`config.mk`:
```
export PLATFORM = sky130hd
export DESIGN_NAME = ps2_scancode_ctrl
export DESIGN_NICKNAME = d
export VERILOG_FILES = /design/src/rtl/ps2_scancode_ctrl_pkg.sv /design/src/rtl/ps2_code_decode.sv /design/src/rtl/ps2_scancode_ctrl.sv
export SDC_FILE = /design/constraint.sdc
export NUM_CORES = 1
export LEC_CHECK = 0
export ABC_AREA = 1
export ABC_CLOCK_PERIOD_IN_PS = 1600
export CAP_MARGIN = 20
export CORE_UTILIZATION = 50
export CTS_CLUSTER_DIAMETER = 40
export DETAILED_ROUTE_END_ITERATION = 8
export PLACE_DENSITY = 0.81
export SLEW_MARGIN = 20
export SYNTH_ARGS = -nofsm -noshare
export SYNTH_HDL_FRONTEND = slang
export SYNTH_SLANG_ARGS = --single-unit
```
`constraint.sdc`:
```
create_clock -name clk -period 1.6 [get_ports clk]
set_clock_uncertainty 0.15 [all_clocks]
set_input_delay 0.32 -clock clk [delete_from_list [all_inputs] [get_ports clk]]
set_output_delay 0.32 -clock clk [all_outputs]
set_load 0.05 [all_outputs]
```
`src/rtl/ps2_scancode_ctrl_pkg.sv`:
```
// ----------------------------------------------------------------------------
// ps2_scancode_ctrl_pkg
// Shared types and constants for the PS/2 scan-code controller.
//   state_e : sequencing FSM states (idle / pop strobe / post-pop gap)
//   act_e   : decode result for one scan-code byte
//   PS2_EXT : extended-key prefix byte
//   PS2_BRK : break (key release) prefix byte
// ----------------------------------------------------------------------------
package ps2_scancode_ctrl_pkg;

    typedef enum logic [1:0] {
        ST_IDLE = 2'd0,
        ST_POP  = 2'd1,
        ST_GAP  = 2'd2
    } state_e;

    typedef enum logic [2:0] {
        ACT_EXT    = 3'd0,  // E0 prefix: remember extension, no event
        ACT_BRK    = 3'd1,  // F0 prefix: remember break, no event
        ACT_MAKE   = 3'd2,  // new key press
        ACT_BREAK  = 3'd3,  // key release sequence completed
        ACT_REPEAT = 3'd4   // typematic repeat of the held key
    } act_e;

    localparam logic [7:0] PS2_EXT = 8'hE0;
    localparam logic [7:0] PS2_BRK = 8'hF0;

endpackage

```
`src/rtl/ps2_code_decode.sv`:
```
// ----------------------------------------------------------------------------
// ps2_code_decode
// Combinational classification of one scan-code byte against the pending
// prefix flags and the currently held key.
//   code_s        in  : byte popped from the receiver FIFO
//   ext_pend_s    in  : an E0 prefix preceded this byte
//   brk_pend_s    in  : an F0 prefix preceded this byte
//   key_down_s    in  : a key is currently held
//   key_code_s    in  : make code of the held key
//   key_ext_s     in  : held key carried an E0 prefix
//   act_s         out : what the byte means (prefix / make / break / repeat)
//   release_key_s out : break refers to the held key, so it must be released
// ----------------------------------------------------------------------------
module ps2_code_decode
    import ps2_scancode_ctrl_pkg::*;
(
    input  logic [7:0] code_s,
    input  logic       ext_pend_s,
    input  logic       brk_pend_s,
    input  logic       key_down_s,
    input  logic [7:0] key_code_s,
    input  logic       key_ext_s,
    output act_e       act_s,
    output logic       release_key_s
);

    logic held_match_s;

    // Same physical key as the one already held (code and E0 prefix both agree).
    assign held_match_s = key_down_s && (code_s == key_code_s) && (ext_pend_s == key_ext_s);

    // Prefix bytes take priority; otherwise break vs. repeat vs. new make.
    always_comb begin
        act_s         = ACT_MAKE;
        release_key_s = 1'b0;
        if (code_s == PS2_EXT) begin
            act_s = ACT_EXT;
        end else if (code_s == PS2_BRK) begin
            act_s = ACT_BRK;
        end else if (brk_pend_s) begin
            act_s         = ACT_BREAK;
            release_key_s = held_match_s;
        end else if (held_match_s) begin
            act_s = ACT_REPEAT;
        end else begin
            act_s = ACT_MAKE;
        end
    end

endmodule

```
`src/rtl/ps2_scancode_ctrl.sv`:
```
// ----------------------------------------------------------------------------
// ps2_scancode_ctrl
// Pops scan-code bytes from a PS/2 receiver FIFO, assembles E0/F0 prefixed
// sequences and tracks the single currently held key.
//   clk         in  : system clock, rising edge
//   rst         in  : synchronous active-high reset
//   data[7:0]   in  : byte at the FIFO head, valid while ready=1
//   ready       in  : FIFO non-empty
//   overflow    in  : FIFO overflow indication
//   clr_ovf     in  : one-cycle clear request for ovf_flag
//   nextdata_n  out : active-low one-cycle FIFO pop strobe
//   key_code    out : make code of the held key
//   key_ext     out : held key carried an E0 prefix
//   key_down    out : a key is currently held
//   press_cnt   out : count of distinct key presses (wraps)
//   evt         out : one-cycle pulse per completed make/break
//   evt_break   out : qualifies evt (1=break), held until the next evt
//   ovf_flag    out : sticky overflow seen
// Latency: ready seen in IDLE -> byte latched -> POP cycle decode -> evt,
// i.e. evt is visible two cycles after ready is first sampled.
// ----------------------------------------------------------------------------
module ps2_scancode_ctrl
    import ps2_scancode_ctrl_pkg::*;
#(
    parameter int CNT_W      = 8,
    parameter int GAP_CYCLES = 2
) (
    input  logic             clk,
    input  logic             rst,
    input  logic [7:0]       data,
    input  logic             ready,
    input  logic             overflow,
    input  logic             clr_ovf,
    output logic             nextdata_n,
    output logic [7:0]       key_code,
    output logic             key_ext,
    output logic             key_down,
    output logic [CNT_W-1:0] press_cnt,
    output logic             evt,
    output logic             evt_break,
    output logic             ovf_flag
);

    localparam logic [3:0] GAP_LAST = 4'(GAP_CYCLES - 1);

    state_e           state_r;
    state_e           state_s;
    logic [3:0]       gap_cnt_r;
    logic [7:0]       byte_r;
    logic             ext_pend_r;
    logic             brk_pend_r;
    logic             nextdata_n_r;
    logic [7:0]       key_code_r;
    logic             key_ext_r;
    logic             key_down_r;
    logic [CNT_W-1:0] press_cnt_r;
    logic             evt_r;
    logic             evt_break_r;
    logic             ovf_flag_r;
    act_e             act_s;
    logic             release_key_s;

    assign nextdata_n = nextdata_n_r;
    assign key_code   = key_code_r;
    assign key_ext    = key_ext_r;
    assign key_down   = key_down_r;
    assign press_cnt  = press_cnt_r;
    assign evt        = evt_r;
    assign evt_break  = evt_break_r;
    assign ovf_flag   = ovf_flag_r;

    ps2_code_decode u_decode (
        .code_s        (byte_r),
        .ext_pend_s    (ext_pend_r),
        .brk_pend_s    (brk_pend_r),
        .key_down_s    (key_down_r),
        .key_code_s    (key_code_r),
        .key_ext_s     (key_ext_r),
        .act_s         (act_s),
        .release_key_s (release_key_s)
    );

    // Next-state logic; ready is only looked at in IDLE.
    always_comb begin
        state_s = state_r;
        case (state_r)
            ST_IDLE: begin
                if (ready) begin
                    state_s = ST_POP;
                end else begin
                    state_s = ST_IDLE;
                end
            end
            ST_POP: begin
                state_s = ST_GAP;
            end
            ST_GAP: begin
                if (gap_cnt_r == GAP_LAST) begin
                    state_s = ST_IDLE;
                end else begin
                    state_s = ST_GAP;
                end
            end
            default: begin
                state_s = ST_IDLE;
            end
        endcase
    end

    // State register, gap counter and the registered pop strobe. The strobe is
    // derived from the next state so it is low exactly during the POP cycle.
    always_ff @(posedge clk) begin
        if (rst) begin
            state_r      <= ST_IDLE;
            gap_cnt_r    <= 4'd0;
            nextdata_n_r <= 1'b1;
        end else begin
            state_r      <= state_s;
            nextdata_n_r <= (state_s != ST_POP);
            if ((state_r == ST_GAP) && (state_s == ST_GAP)) begin
                gap_cnt_r <= gap_cnt_r + 4'd1;
            end else begin
                gap_cnt_r <= 4'd0;
            end
        end
    end

    // Capture the FIFO head when leaving IDLE; decoded during the POP cycle.
    always_ff @(posedge clk) begin
        if (rst) begin
            byte_r <= 8'h00;
        end else if ((state_r == ST_IDLE) && ready) begin
            byte_r <= data;
        end else begin
            byte_r <= byte_r;
        end
    end

    // Key tracking: prefix flags, held key, press counter and event pulse.
    always_ff @(posedge clk) begin
        if (rst) begin
            ext_pend_r  <= 1'b0;
            brk_pend_r  <= 1'b0;
            key_code_r  <= 8'h00;
            key_ext_r   <= 1'b0;
            key_down_r  <= 1'b0;
            press_cnt_r <= '0;
            evt_r       <= 1'b0;
            evt_break_r <= 1'b0;
        end else begin
            evt_r <= 1'b0;
            if (state_r == ST_POP) begin
                case (act_s)
                    ACT_EXT: begin
                        ext_pend_r <= 1'b1;
                    end
                    ACT_BRK: begin
                        brk_pend_r <= 1'b1;
                    end
                    ACT_BREAK: begin
                        evt_r       <= 1'b1;
                        evt_break_r <= 1'b1;
                        if (release_key_s) begin
                            key_down_r <= 1'b0;
                        end
                        ext_pend_r <= 1'b0;
                        brk_pend_r <= 1'b0;
                    end
                    ACT_REPEAT: begin
                        ext_pend_r <= 1'b0;
                        brk_pend_r <= 1'b0;
                    end
                    ACT_MAKE: begin
                        key_code_r  <= byte_r;
                        key_ext_r   <= ext_pend_r;
                        key_down_r  <= 1'b1;
                        press_cnt_r <= press_cnt_r + CNT_W'(1);
                        evt_r       <= 1'b1;
                        evt_break_r <= 1'b0;
                        ext_pend_r  <= 1'b0;
                        brk_pend_r  <= 1'b0;
                    end
                    default: begin
                        ext_pend_r <= 1'b0;
                        brk_pend_r <= 1'b0;
                    end
                endcase
            end
        end
    end

    // Sticky overflow flag; a new overflow beats a simultaneous clear.
    always_ff @(posedge clk) begin
        if (rst) begin
            ovf_flag_r <= 1'b0;
        end else if (overflow) begin
            ovf_flag_r <= 1'b1;
        end else if (clr_ovf) begin
            ovf_flag_r <= 1'b0;
        end else begin
            ovf_flag_r <= ovf_flag_r;
        end
    end

endmodule

```
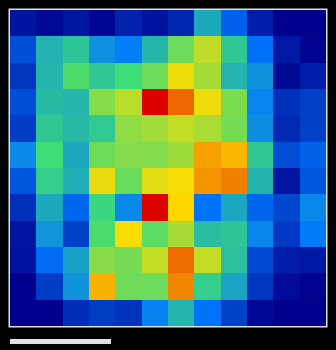
(routed metal per tile)
Bar = 20 um. 12 x 12 tiles, from dark blue (low) to red (high), scaled to the fullest tile. Values are wire area over tile area, all layers added.
mean over tiles: 0.21
fullest tile: 0.59
emptiest ninth of the die: south-east
nearly empty tiles: 8.3%
densest ninth of the die: centre
tiles over half the peak: 31%
Total Wirelength: 5.079 mm
WL/cell: 14.85 um
Tot GR Track Use: 23.86%
via count: 1,853

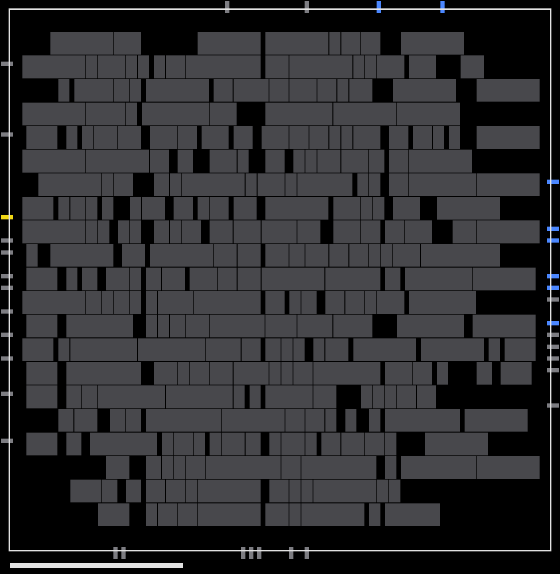
(pin placement)
Bar = 20 um. Pins as bars across the die edge, other pins in grey.
legend:
  ready:
    colour: yellow
    pins: 1
    direction: input
    edge: west
  press_cnt:
    colour: blue
    pins: 8
    direction: output
    edge: 6 east, 2 north
buffers added on ports: 34
die extent in x: 62.32 um
die height: 62.32 um

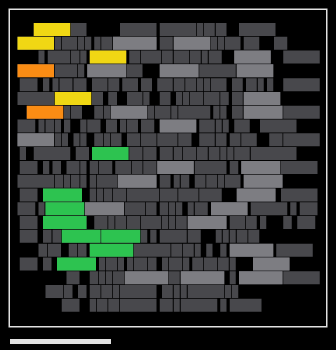
(sequential cells grouped by signal name)
Bar = 20 um. Other sequential cells in the stronger grey, the rest of the logic in the fainter grey.
legend:
  byte_r:
    colour: green
    sequential_cells: 8
  gap_cnt_r:
    colour: yellow
    sequential_cells: 4
    where: north-west
  state_r:
    colour: orange
    sequential_cells: 2
not coloured: 24
flop share of the area: 28.74%
sequential power: 0.00106 W
post-layout util: 81.94%

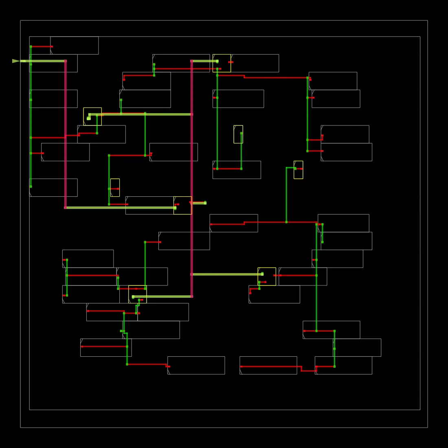
(clock nets)
clkbuf count: 8
Power Clock: 0.000478 W

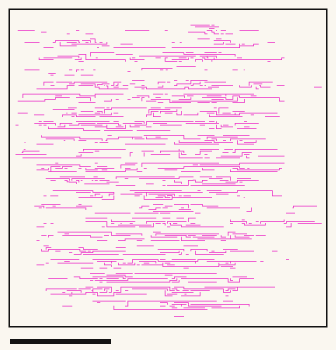
(the metal 1 layer)
Bar = 20 um.
main direction: horizontal
share of all routed wire: 40%
wire length on this layer: 2,050 um
longest straight run: 19.3 um
nets with wire on the layer: 271
met1 usage: 27.03%

==> CHANGELOG.md <==
## Flow update

- Die area: 3884 sq um
- Fin area: 2799 sq um
- RSZ-0062 raised after global routing: yes
- GRT overflow: 0
- Adder Area Share: 2.063%
- Detail Placement HPWL: 2.958 mm
- Hold Path Class: flop to flop
- Met2 WL: 2.588 mm
- AO/OA Area Share: 12.38%
- Fin worst setup slack: -0.1039 ns
- Vias in the first global route: 1,703
- Pin count of the biggest net entering global routing: 16
- Final setup violation count: 19
- WL met1: 2.045 mm
- Netlist cell types: 26
- Worst hold slack: 0.3263 ns
- Startpoint types: flop
- Most numerous logic cells after layout: nand2_1 (31), nand2_2 (24), nor2_1 (24)
- CTS tree: yes
- CP bufs+invs: 2
- DP Worst Slack: -0.09090 ns
- Post-synth seq share: 41.82%
- Pleak: 1.143 nW
- Yosys warning total: 0
- FP Rows: 21
- Area after DPL: 2514 sq um
- Hold Violations, Final: 0
- Post-synthesis cell count: 234
- Global-route wire length before repair: 7.348 mm
- GPL Wtd Cong: 0.7690
- YS chip area: 1819 sq um
- Max cap viols: 0
- DR DRC count: 0
- Worst EP required: 1.68 ns
- Commonest Layout Cell: nand2_1
- Routed Antenna Nets: 0
- Worst path slowest cell: dfxtp_4
- CP startpoint: key_code[0]
- Ys cells: 234
- XOR Share, Synth: 4.814%
- CTS Sinks: 38
- Gr busiest metal: met2
- CTS Hold Bufs: 0
- Failing checks: setup timing
- And+or+nand+nor area frac: 29.71%
- Worst rel slew slack: 66.47%
- Worst slew pin tran: 0.5024 ns
- Post-CTS sizing: 2
- Final Non-Filler Cells: 342
- Flop and latch count out of synthesis: 38
- Worst Path Max Fanout: 6
- Critical path endpoint category: flop
- DP Cell Count: 320
- Power Total: 0.002120 W
- Syn_area_per_cell: 7.775 sq um
- I/O pin cnt: 35
- CTS Buf Count: 5
- Highest metal used: met4
- Post-DR vias/cell: 5.418
- Status: finished with violations
- Critical Path AT: 1.78 ns
- FP Core Util: 53.26%
## flip-flops by register name, summed over array words and instances (netlist names), 2 cells and up
register and flops:
gap_cnt_r 4, byte_r 8, press_cnt 8, key_code 8
state_r 2
## path summary, 6_finish.rpt
path,slack [ns],end,depth (start not counted)
setup / recovery,-0.10,key_code[5],10
hold / removal,0.33,gap_cnt_r[0],1
setup reg to reg,-0.10,key_code[5],10
hold reg to reg,0.33,gap_cnt_r[0],1
## Yosys cell counts
library cell	n	share of area [%]
o21ai_0	10	2.8
o211ai_1	1	0.41
buf_2	4	1.1
buf_8	1	0.83
nor2_2	1	0.34
nand2_2	12	4.1
buf_1	1	0.21
nand4_1	16	5.5
a21oi_1	11	3.0
nand2_4	1	0.62
clkbuf_1	2	0.41
nand3_1	6	1.7
nand2_1	43	8.9
inv_2	3	0.62
a211oi_1	1	0.41
nand3_4	1	0.96
dfxtp_1	38	42
ha_1	3	2.1
inv_1	24	5.0
nor2_1	29	6.0
a21oi_2	12	5.8
xnor2_1	8	3.9
nand3b_1	1	0.41
nor2_4	2	1.2
buf_12	1	1.1
xor2_1	2	0.96
## area by class of cell
cell class              instances  area, sq um
multi-input cells             163        996.0
flip-flops and latches         38        804.5
repair buffers                 60        788.3
fillers                       189        616.8
inverters                      27        103.9
well taps                      46        57.56
clock buffers                   8        48.80
## power breakdown
| part | leakage, nW | switching [W] | internal [W] | total, W |
|---|---|---|---|---|
| Clock | 0.0265 | 0.000302 | 0.000175 | 0.000478 |
| Sequential | 0.321 | 0.0000631 | 0.00100 | 0.00106 |
| Combinational | 0.796 | 0.000319 | 0.000260 | 0.000579 |
| Total | 1.14 | 0.000685 | 0.00144 | 0.00212 |
Power figures rest on the tool's default switching activity, not on a simulated workload.
